<file path="src/rtl/seq_0110_ctrl.sv">
// rtl/seq_0110_ctrl.sv - serial 0-1-1-0 sequencing controller with window, match pulse and counter
//
// Purpose:
//   Accepts a qualified serial bit stream, keeps the last four accepted bits
//   as the window presented to the 4-input "0110" detector, and runs a Moore
//   FSM that pulses match once per detected 0-1-1-0 and counts matches.
//
// Ports:
//   clk        in   1      rising-edge clock
//   rst        in   1      asynchronous active-high reset
//   clr        in   1      synchronous clear of FSM, window and counter
//   din        in   1      serial data bit
//   din_valid  in   1      din is accepted on a rising edge only when high
//   window     out  4      last four accepted bits, [3]=oldest (A) .. [0]=newest (D)
//   match      out  1      registered one-cycle pulse per detected pattern
//   match_cnt  out  CNT_W  matches since reset/clr, saturating
//   state      out  2      current FSM state encoding (debug)

module seq_0110_ctrl #(
  parameter int CNT_W   = 8,
  parameter int OVERLAP = 1
) (
  input  logic             clk,
  input  logic             rst,
  input  logic             clr,
  input  logic             din,
  input  logic             din_valid,
  output logic [3:0]       window,
  output logic             match,
  output logic [CNT_W-1:0] match_cnt,
  output logic [1:0]       state
);

  typedef enum logic [1:0] {
    IDLE = 2'd0,
    G0   = 2'd1,
    G01  = 2'd2,
    G011 = 2'd3
  } state_t;

  // With overlap the completing 0 is itself the first bit of the next pattern.
  localparam state_t AFTER_MATCH = (OVERLAP != 0) ? G0 : IDLE;
  localparam logic [CNT_W-1:0] CNT_MAX = {CNT_W{1'b1}};

  state_t           state_q, state_d;
  logic [3:0]       window_q, window_d;
  logic             match_q, match_d;
  logic [CNT_W-1:0] cnt_q, cnt_d;

  always_ff @(posedge clk or posedge rst) begin
    if (rst) begin
      state_q  <= IDLE;
      window_q <= 4'b0000;
      match_q  <= 1'b0;
      cnt_q    <= '0;
    end else begin
      state_q  <= state_d;
      window_q <= window_d;
      match_q  <= match_d;
      cnt_q    <= cnt_d;
    end
  end

  always_comb begin
    state_d  = state_q;
    window_d = window_q;
    match_d  = 1'b0;
    cnt_d    = cnt_q;

    if (clr) begin
      state_d  = IDLE;
      window_d = 4'b0000;
      cnt_d    = '0;
    end else if (din_valid) begin
      window_d = {window_q[2:0], din};
      unique case (state_q)
        IDLE: state_d = din ? IDLE : G0;
        G0:   state_d = din ? G01  : G0;
        G01:  state_d = din ? G011 : G0;
        G011: begin
          if (din) begin
            state_d = IDLE;
          end else begin
            state_d = AFTER_MATCH;
            match_d = 1'b1;
            // Counter sticks at all-ones; match still pulses at saturation.
            if (cnt_q != CNT_MAX) begin
              cnt_d = cnt_q + CNT_W'(1);
            end
          end
        end
        default: state_d = IDLE;
      endcase
    end
  end

  assign window    = window_q;
  assign match     = match_q;
  assign match_cnt = cnt_q;
  assign state     = state_q;

endmodule

</file>
<file path="config.mk">
export PLATFORM = sky130hd
export DESIGN_NAME = seq_0110_ctrl
export DESIGN_NICKNAME = d
export VERILOG_FILES = /design/src/rtl/seq_0110_ctrl.sv
export SDC_FILE = /design/constraint.sdc
export NUM_CORES = 1
export LEC_CHECK = 0
export ABC_AREA = 1
export CAP_MARGIN = 20
export CORE_MARGIN = 5
export CORE_UTILIZATION = 43
export DETAILED_ROUTE_END_ITERATION = 16
export MAX_ROUTING_LAYER = met4
export PLACE_DENSITY = 0.75
export SLEW_MARGIN = 15
export SYNTH_ARGS = -nofsm -noshare
export SYNTH_HDL_FRONTEND = slang
export SYNTH_SLANG_ARGS = --single-unit
</file>
<file path="constraint.sdc">
create_clock -name clk -period 1.25 [get_ports clk]
set_input_delay 0.25 -clock clk [delete_from_list [all_inputs] [get_ports clk]]
set_output_delay 0.25 -clock clk [all_outputs]
set_load 0.005 [all_outputs]
</file>
==> flow_summary.yaml <==
# implementation run metrics
logic_synthesis:
  simple_gate_share: 0.293
  logic_family: "simple AND/OR/NAND/NOR gates"
  synth.top_cells.by_count: "24 x nand2_1, 17 x inv_1, 15 x dfrtp_1"
  ys_chip_area_sq_um: 830
  syn-cell-area_sq_um: 830
  floorplan.nets: 116
  synthAdderAreaFrac: 0.0603
  yosysCellCount: 107
  edf_count: 0
  postSynthSeqShare: 0.452
timing:
  finalCriticalPeriod_ns: 1.35
  hold-worst-slack_ns: 0.243
  max-slew-margin-rel: 0.854
  setup_ws_ns: -0.104
  fin_setup_tns_ns: -0.563
  setup_viol_count_final: 10
worst_setup_path:
  cpMaxStageDelayCell: "dfrtp_1"
  crit_chain: "buf_6 -> ha_4 -> nand2_4 -> nor2_4 -> nand2_2 -> nand2_2 -> nand2_4 -> inv_4 -> nand2_2 -> nand2_2"
  ff2ff_setup_slack_ns: -0.10
  reg2reg_from: "match_cnt[0]"
  r2r_end: "match_cnt[1]"
  arrival_ns: 1.56
  max_stage_delay_ns: 0.40
layout:
  fill_cells: 117
  final_cell_mix: "24 x buf_4, 21 x nand2_1, 15 x inv_1, 15 x dfrtp_1, 9 x nor2_1"
  logic_area_sq_um: 489
drt:
  drt_iter0_markers: 10
  drt_pass1_iterations: 4
  wl_microns: 2730
  viasPerCell: 5.12
  route.top_layer_used: "met4"
placed_design:
  placed_cells: 163
power_and_ir_drop:
  p_total_uw: 933
  p_seq_frac: 0.532
  static-leakage-power_uw: 0.000695
  intPower_uw: 671
  peakVddDrop_uv: 566
  switchingPower_uw: 261
cts:
  root_buffer: "clkbuf_4"
  clkTransAtPathRegs_ns: 0.10
  cts_sinks: 15
global_route:
  grt_pass1_wl_microns: 4030
  grt_antenna_before_repair: 0
die:
  die_area_sq_um: 2910
  io_pins: 20
  die_x_microns: 53.9
status:
  outcome: "finished, violations left"
  violations: "negative setup slack"
critical path, delay by kind of cell, from the launching register on:
| kind | cells | cell delay (ns) |
|---|---|---|
| DFF | 1 | 0.40 |
| and+or+nand+nor | 7 | 0.50 |
| adders and majority gates | 1 | 0.16 |
| buffers and inverters | 2 | 0.18 |
final cells by class:
| type | instances | share of cell area |
|---|---|---|
| clock buffers | 3 | 0.0160 |
| clock inverters | 1 | 0.00355 |
| inverters | 21 | 0.0630 |
| multi-input cells | 71 | 0.347 |
| flip-flops and latches | 15 | 0.266 |
| well taps | 25 | 0.0222 |
| repair buffers | 46 | 0.282 |
state kept, by name (all words and copies together) (netlist names):
signal / flops
match_cnt: 8
window: 4
state: 2
match: 1
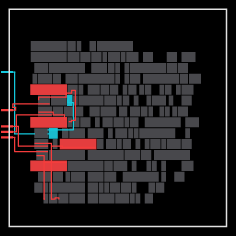
Fig. 1. Nets reached from selected ports.
Scale: 4 px per micron.
legend:
  cyan:
    port: din
    bits: 1
    direction: input
    edge: west
    end_cells: 2
    wire: 37.0 microns
  red:
    port: window
    bits: 4
    direction: output
    edge: west
    end_cells: 4
    wire: 133 microns

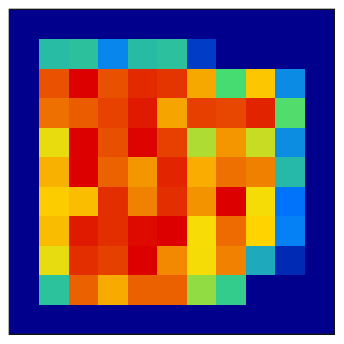
Fig. 2. Placement density heat map.
Scale: 6 px per micron. The die is cut into 11 by 11 equal tiles; dark blue is low, red is high, 0 to 100% covered.
nearly empty tiles: 37%
mean over tiles: 47%
tiles over 75% full: 42%
Final Core Density: 0.791
core area: 1780 sq um
FP Core Util: 0.465

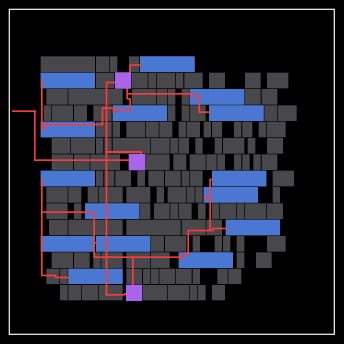
Fig. 3. Clock distribution.
Scale: 6 px per micron.
legend:
  blue:
    item: flip-flops
    count: 15
  purple:
    item: clock drivers
    count: 3
  red:
    item: clock wires
    length: 212 microns
routed clock nets: 4
Clk power: 298 uW
Worst Skew: 0.0102 ns
Clk Latency, worst-skew pair: 0.30 ns
Clock Power Share: 0.320

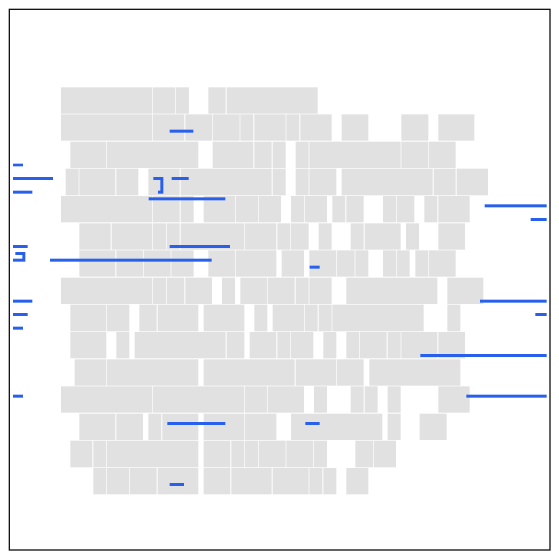
Fig. 4. M3 wires.
Scale: 10 px per micron. Cells faint in the background.
nets with wire on the layer: 21
main direction: horizontal
wire length on this layer: 91.3 microns
detailed-route via count: 932
grt met3 use: 0.0277

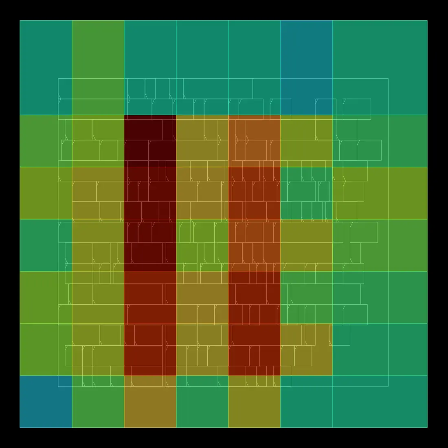
Fig. 5. Congestion heat map.
total global-route track usage: 0.201
DR WL/cell: 15.0 microns
routing usage on met2: 0.331
Most Crowded Layer GR: met2
met1 Track Usage GR: 0.239

Power figures rest on the tool's default switching activity, not on a simulated workload.
